--- src/rtl/cve2_pkg.sv ---
// Shared types and constants for the register-file write-port arbiter.
package cve2_pkg;

    localparam int WportDepthDefault = 2;
    // Buffered write data is held at full register width; narrower DataWidth builds use the low bits.
    localparam int WportDataW = 32;

    typedef struct packed {
        logic [4:0]            waddr;
        logic [WportDataW-1:0] wdata;
        logic                  valid;
    } wport_req_t;

endpackage

--- src/rtl/cve2_wport_fifo.sv ---
// Circular buffer of deferred execute writes with kill-by-address and read-address match.
// CVE2_WPORT_FWD_EN adds forwarding data outputs for the youngest matching entry.
module cve2_wport_fifo
    import cve2_pkg::*;
#(
    parameter int DEPTH = WportDepthDefault
) (
    input  logic                    clk_i,
    input  logic                    rst_ni,
    input  logic                    flush_i,
    input  logic                    push_i,
    input  wport_req_t              push_req_i,
    input  logic                    pop_i,
    input  logic                    kill_i,
    input  logic [4:0]              kill_addr_i,
    output wport_req_t              head_o,
    output logic [$clog2(DEPTH):0]  count_o,
    input  logic [4:0]              rs1_addr_i,
    input  logic [4:0]              rs2_addr_i,
    output logic                    rs1_hit_o,
`ifdef CVE2_WPORT_FWD_EN
    output logic [WportDataW-1:0]   rs1_data_o,
    output logic [WportDataW-1:0]   rs2_data_o,
`endif
    output logic                    rs2_hit_o
);

    localparam int PtrW = $clog2(DEPTH);
    localparam int CntW = PtrW + 1;

    wport_req_t        mem [DEPTH];
    logic [PtrW-1:0]   rd_ptr;
    logic [PtrW-1:0]   wr_ptr;
    logic [CntW-1:0]   count;
    logic [PtrW-1:0]   idx;

    always_ff @(posedge clk_i or negedge rst_ni) begin
        if (!rst_ni) begin
            rd_ptr <= '0;
            wr_ptr <= '0;
            count  <= '0;
            for (int i = 0; i < DEPTH; i++) mem[i] <= '0;
        end else if (flush_i) begin
            rd_ptr <= '0;
            wr_ptr <= '0;
            count  <= '0;
            for (int i = 0; i < DEPTH; i++) mem[i].valid <= 1'b0;
        end else begin
            // A load to the same register is younger, so older buffered writes must never land.
            for (int i = 0; i < DEPTH; i++) begin
                if (kill_i && mem[i].valid && (mem[i].waddr == kill_addr_i)) mem[i].valid <= 1'b0;
            end
            if (pop_i) begin
                mem[rd_ptr].valid <= 1'b0;
                rd_ptr            <= rd_ptr + 1'b1;
            end
            // Pushing after popping lets a full buffer recycle the head slot in one cycle.
            if (push_i) begin
                mem[wr_ptr] <= push_req_i;
                wr_ptr      <= wr_ptr + 1'b1;
            end
            count <= count + CntW'(push_i) - CntW'(pop_i);
        end
    end

    assign head_o  = mem[rd_ptr];
    assign count_o = count;

    // Walk oldest to youngest so the last hit is the youngest matching entry.
    always_comb begin
        rs1_hit_o = 1'b0;
        rs2_hit_o = 1'b0;
`ifdef CVE2_WPORT_FWD_EN
        rs1_data_o = '0;
        rs2_data_o = '0;
`endif
        idx = '0;
        for (int i = 0; i < DEPTH; i++) begin
            idx = rd_ptr + PtrW'(i);
            if ((CntW'(i) < count) && mem[idx].valid) begin
                if ((rs1_addr_i != 5'd0) && (mem[idx].waddr == rs1_addr_i)) begin
                    rs1_hit_o = 1'b1;
`ifdef CVE2_WPORT_FWD_EN
                    rs1_data_o = mem[idx].wdata;
`endif
                end
                if ((rs2_addr_i != 5'd0) && (mem[idx].waddr == rs2_addr_i)) begin
                    rs2_hit_o = 1'b1;
`ifdef CVE2_WPORT_FWD_EN
                    rs2_data_o = mem[idx].wdata;
`endif
                end
            end
        end
    end

endmodule

--- src/rtl/cve2_rf_wport_arb.sv ---
// Single register-file write port shared by non-stallable load responses and buffered execute results.
// CVE2_WPORT_FWD_EN exposes forwarding of buffered data and suppresses the hazard outputs.
module cve2_rf_wport_arb
    import cve2_pkg::*;
#(
    parameter int DEPTH     = WportDepthDefault,
    parameter int DataWidth = 32
) (
    input  logic                 clk_i,
    input  logic                 rst_ni,
    input  logic                 ex_we_i,
    input  logic [4:0]           ex_waddr_i,
    input  logic [DataWidth-1:0] ex_wdata_i,
    output logic                 ex_ready_o,
    input  logic                 lsu_we_i,
    input  logic [4:0]           lsu_waddr_i,
    input  logic [DataWidth-1:0] lsu_wdata_i,
    input  logic                 lsu_err_i,
    input  logic                 flush_i,
    input  logic [4:0]           rs1_addr_i,
    input  logic [4:0]           rs2_addr_i,
    output logic                 rs1_hazard_o,
    output logic                 rs2_hazard_o,
`ifdef CVE2_WPORT_FWD_EN
    output logic                 rs1_fwd_o,
    output logic                 rs2_fwd_o,
    output logic [DataWidth-1:0] rs1_fwd_data_o,
    output logic [DataWidth-1:0] rs2_fwd_data_o,
`endif
    output logic                 rf_we_o,
    output logic [4:0]           rf_waddr_o,
    output logic [DataWidth-1:0] rf_wdata_o,
    output logic                 pend_o
);

    localparam int CntW = $clog2(DEPTH) + 1;
    localparam logic [CntW-1:0] DepthC = CntW'(DEPTH);

    logic            lsu_act;
    logic            drain_slot;
    logic            buf_empty;
    logic            ex_acc;
    logic            pass_thru;
    logic            push;
    logic            pop;
    logic            rs1_hit;
    logic            rs2_hit;
    logic [CntW-1:0] count;
    wport_req_t      push_req;
    wport_req_t      head;
`ifdef CVE2_WPORT_FWD_EN
    logic [WportDataW-1:0] rs1_data;
    logic [WportDataW-1:0] rs2_data;
`endif

    assign lsu_act    = lsu_we_i & ~lsu_err_i & (lsu_waddr_i != 5'd0);
    assign drain_slot = ~lsu_act & ~flush_i;
    assign buf_empty  = (count == '0);
    assign ex_ready_o = (count < DepthC) | ~lsu_act;
    assign ex_acc     = ex_we_i & ex_ready_o & (ex_waddr_i != 5'd0) & ~flush_i;
    assign pass_thru  = ex_acc & buf_empty & drain_slot;
    assign push       = ex_acc & ~pass_thru;
    assign pop        = ~buf_empty & drain_slot;
    assign pend_o     = ~buf_empty;

    assign push_req.waddr = ex_waddr_i;
    assign push_req.wdata = WportDataW'(ex_wdata_i);
    assign push_req.valid = 1'b1;

    cve2_wport_fifo #(
        .DEPTH (DEPTH)
    ) u_fifo (
        .clk_i       (clk_i),
        .rst_ni      (rst_ni),
        .flush_i     (flush_i),
        .push_i      (push),
        .push_req_i  (push_req),
        .pop_i       (pop),
        .kill_i      (lsu_act),
        .kill_addr_i (lsu_waddr_i),
        .head_o      (head),
        .count_o     (count),
        .rs1_addr_i  (rs1_addr_i),
        .rs2_addr_i  (rs2_addr_i),
        .rs1_hit_o   (rs1_hit),
`ifdef CVE2_WPORT_FWD_EN
        .rs1_data_o  (rs1_data),
        .rs2_data_o  (rs2_data),
`endif
        .rs2_hit_o   (rs2_hit)
    );

    always_comb begin
        rf_we_o    = 1'b0;
        rf_waddr_o = 5'd0;
        rf_wdata_o = '0;
        if (lsu_act) begin
            rf_we_o    = 1'b1;
            rf_waddr_o = lsu_waddr_i;
            rf_wdata_o = lsu_wdata_i;
        end else if (pass_thru) begin
            rf_we_o    = 1'b1;
            rf_waddr_o = ex_waddr_i;
            rf_wdata_o = ex_wdata_i;
        end else if (pop && head.valid) begin
            rf_we_o    = 1'b1;
            rf_waddr_o = head.waddr;
            rf_wdata_o = head.wdata[DataWidth-1:0];
        end
    end

`ifdef CVE2_WPORT_FWD_EN
    assign rs1_fwd_o      = rs1_hit;
    assign rs2_fwd_o      = rs2_hit;
    assign rs1_fwd_data_o = rs1_data[DataWidth-1:0];
    assign rs2_fwd_data_o = rs2_data[DataWidth-1:0];
    assign rs1_hazard_o   = 1'b0;
    assign rs2_hazard_o   = 1'b0;
`else
    assign rs1_hazard_o   = rs1_hit;
    assign rs2_hazard_o   = rs2_hit;
`endif

endmodule

--- config.mk ---
export PLATFORM = sky130hd
export DESIGN_NAME = cve2_rf_wport_arb
export DESIGN_NICKNAME = d
export VERILOG_FILES = /design/src/rtl/cve2_pkg.sv /design/src/rtl/cve2_wport_fifo.sv /design/src/rtl/cve2_rf_wport_arb.sv
export SDC_FILE = /design/constraint.sdc
export NUM_CORES = 1
export LEC_CHECK = 0
export ABC_AREA = 1
export CAP_MARGIN = 15
export CORE_MARGIN = 4
export CORE_UTILIZATION = 40
export CTS_CLUSTER_SIZE = 14
export DETAILED_ROUTE_END_ITERATION = 10
export PLACE_DENSITY = 0.67
export SYNTH_ARGS = -nofsm -noshare
export SYNTH_HDL_FRONTEND = slang
export SYNTH_SLANG_ARGS = --single-unit
--- constraint.sdc ---
create_clock -name clk_i -period 2.3 [get_ports clk_i]
set_input_delay 0.345 -clock clk_i [delete_from_list [all_inputs] [get_ports clk_i]]
set_output_delay 0.345 -clock clk_i [all_outputs]
set_load 0.05 [all_outputs]
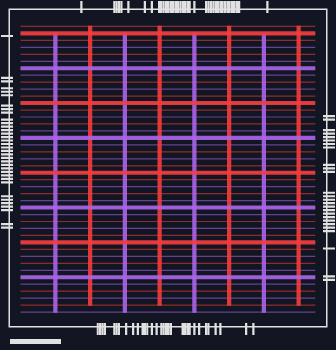
**Above:** PDN straps and rails.
Bar = 20 um. Pins as bars on the die edge.
- purple: VSS
- red: VDD
- rows: 41
- met5 straps: 8

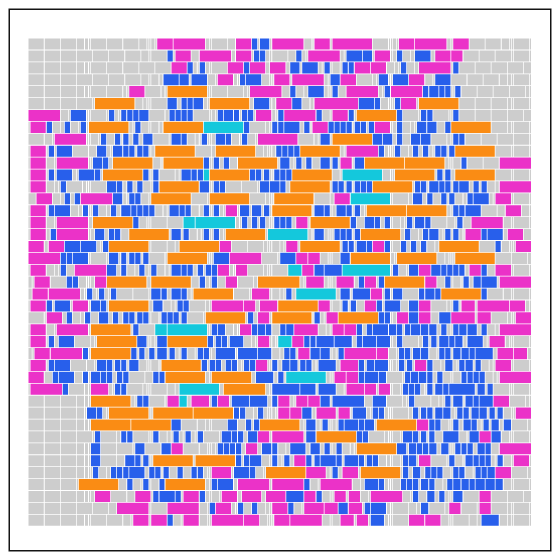
**Above:** cell classes on the final placement.
Fill, decap, tap and diode cells in gray.
- blue: combinational and other logic (cells 684; share of their area 41%)
- cyan: clock drivers and dummy loads (cells 16; share of their area 3.7%)
- magenta: remaining buffers and delay cells (cells 209; share of their area 30%)
- orange: sequential cells (cells 80; share of their area 25%)
final core occ: 65.0%
sequential share of cell area: 24.0%

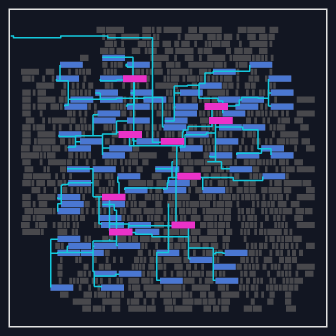
**Above:** clock network drawn from the DEF.
- cyan: clock wires (length 1060 um)
- blue: flip-flops (count 80)
- magenta: clock drivers (count 9)
- routed clock nets: 10
clk ins delay skew pair: 0.33 ns
Clock Power: 1440 uW
clock power share: 17.6%
Clock Skews: 0.00668 ns

==> results.cfg <==
; generated from flow reports
[yosys]
synthArstFlopShare_pct = 100
ys_cells = 818
yosys.area_share.adder_pct = 0.470
syn_inst = 818
synthTopLogicFamily = simple AND/OR/NAND/NOR gates
top_cell = nand2_1
synth_top_cell_by_area = dfrtp_1
ys_warn_count = 0
synth-xor-area-share_pct = 1.97
synth_seq_share_pct = 37.6
edf_count = 0
netlist_area_sq_mm = 0.00533
synth-simple-area-share_pct = 50.8
mux_area_share_pct = 0
ys_types = 25
ys.flops = 80
floorplan.nets = 910
synthAoiAreaFrac_pct = 0.658
synth.top_cells.by_area = dfrtp_1, nand2_1, nand4_1, nand3_1, inv_1
yosysTopAreaCellShare_pct = 37.6

[global_routing]
grt_first_pass_wirelength_mm = 27.5
grt_pass1_vias = 5412
grt_max_degree = 36
grt_antenna_before_repair = 0
grt_util_all_layers_pct = 22.8
grt_overflow_total = 0

[pwr]
netSwitchingFraction_pct = 43.7
seqPwrFrac_pct = 30.5
max-vdd-ir-drop_mv = 0.466
power.total_uw = 8180
p_sw_uw = 3570
internal-power_uw = 4610
comb_power_share_pct = 51.9
p_leak_uw = 0.00435

[placement]
portBuffers = 131
dp_cells = 1119
dpl_cell_area_sq_mm = 0.00736
place_congestion = 0.905
dp_hpwl_mm = 11.9
dp_worst_setup_slack_ns = -0.119

[route]
drtPass1Iterations = 5
topRoutingLayerUsed = met4
wl_per_cell_um = 15.7
ant_nets = 0
vias = 6025
drc_errors = 0
wl_mm = 18.2
met3_length_mm = 1.15
viasPerCell = 5.19

[timing]
hold_viol = 0
fin_tns_setup_ns = 0
achievable-frequency_mhz = 436
slew_viol_final = 0
worst_slack_ns = 0.00665
finalCriticalPeriod_ns = 2.29
fin_crit_sh_pct = 99.7
hold_slack_ns = 0.403
worst_pin_slew_ns = 0.502

[clock_network]
clock-sinks = 80
cts_hold_buf = 1
clk_pin_slew_ns = 0.06
htree_levels = 3
ctsResizeCount = 43
clockRootBuffer = clkbuf_16
cts_tree = done
cts_setup_buffers = 8
cts.path.max_buffers = 2

[run]
warnings = 27

[finish]
mostFrequentLayoutCells = nand2_1, dfrtp_1, clkdlybuf4s50_1
final_nets = 1076
diodes = 0
syn_to_final_growth_pct = 56.6
layout.cells.most_common = nand2_1
largest_register_ffs = 76
final_area_sq_mm = 0.00834
instances_no_fill = 1161

[die]
ios = 132
fp-utilization_pct = 41.5
die_area_sq_mm = 0.0152
die_y_um = 123
rows = 41

[setup_path]
critPathMaxFanout = 7
ff2ff_setup_slack_ns = 0.61
startpoint_type = register
crit_top_cell = nor2_4
cp-startpoint = u_fifo.rd_ptr$_DFFE_PN0P_
critPathCaptureType = output port
required_ns = 1.96
worstReg2RegEnd = u_fifo.count_o[1]$_DFF_PN0_
r2r_start = u_fifo.count_o[1]$_DFF_PN0_
cp_slowest_cell = dfrtp_2
path_buffers = 5
crit_type = register to output port
slowest_delay_ns = 0.51
ff2ff_path_depth = 8
crit_chain = inv_8 > nand2_4 > nand2_2 > nor2_4 > inv_2 > nor2_4 > buf_6 > clkbuf_16 > nand2_1 > nand3_2 > buf_12

[hold_path]
holdPathEnd = u_fifo.count_o[1]$_DFF_PN0_
hold_class = input pin to register
holdPathStages = 3

[outcome]
outcome = completed
## layout make-up
class	count	area [sq um]
sequential	80	2000
inverter	35	140
clock buffer	10	229
multi-input combinational	649	3230
tap	172	215
timing repair buffer	209	2450
fill	1132	4490
clock inverter	6	67.6
## per-layer routing
metal | GRT usage (%) | vias up
li1 | - | 2970
met4 | 5.95 | 0
met2 | 36.6 | 217
met3 | 3.89 | 20
met1 | 31.8 | 2818
met5 | 0 | -
## power by group through the flow
stage | clock network (uW) | logic, uW | registers [uW]
detailed placement | 0 | 3690 | 2470
finish | 1440 | 4250 | 2490
global placement | 0 | 3670 | 2450
global route | 1500 | 4640 | 2580
floorplan | 0 | 2430 | 2340
CTS | 1450 | 3820 | 2450
Power and IR drop assume default switching activity.
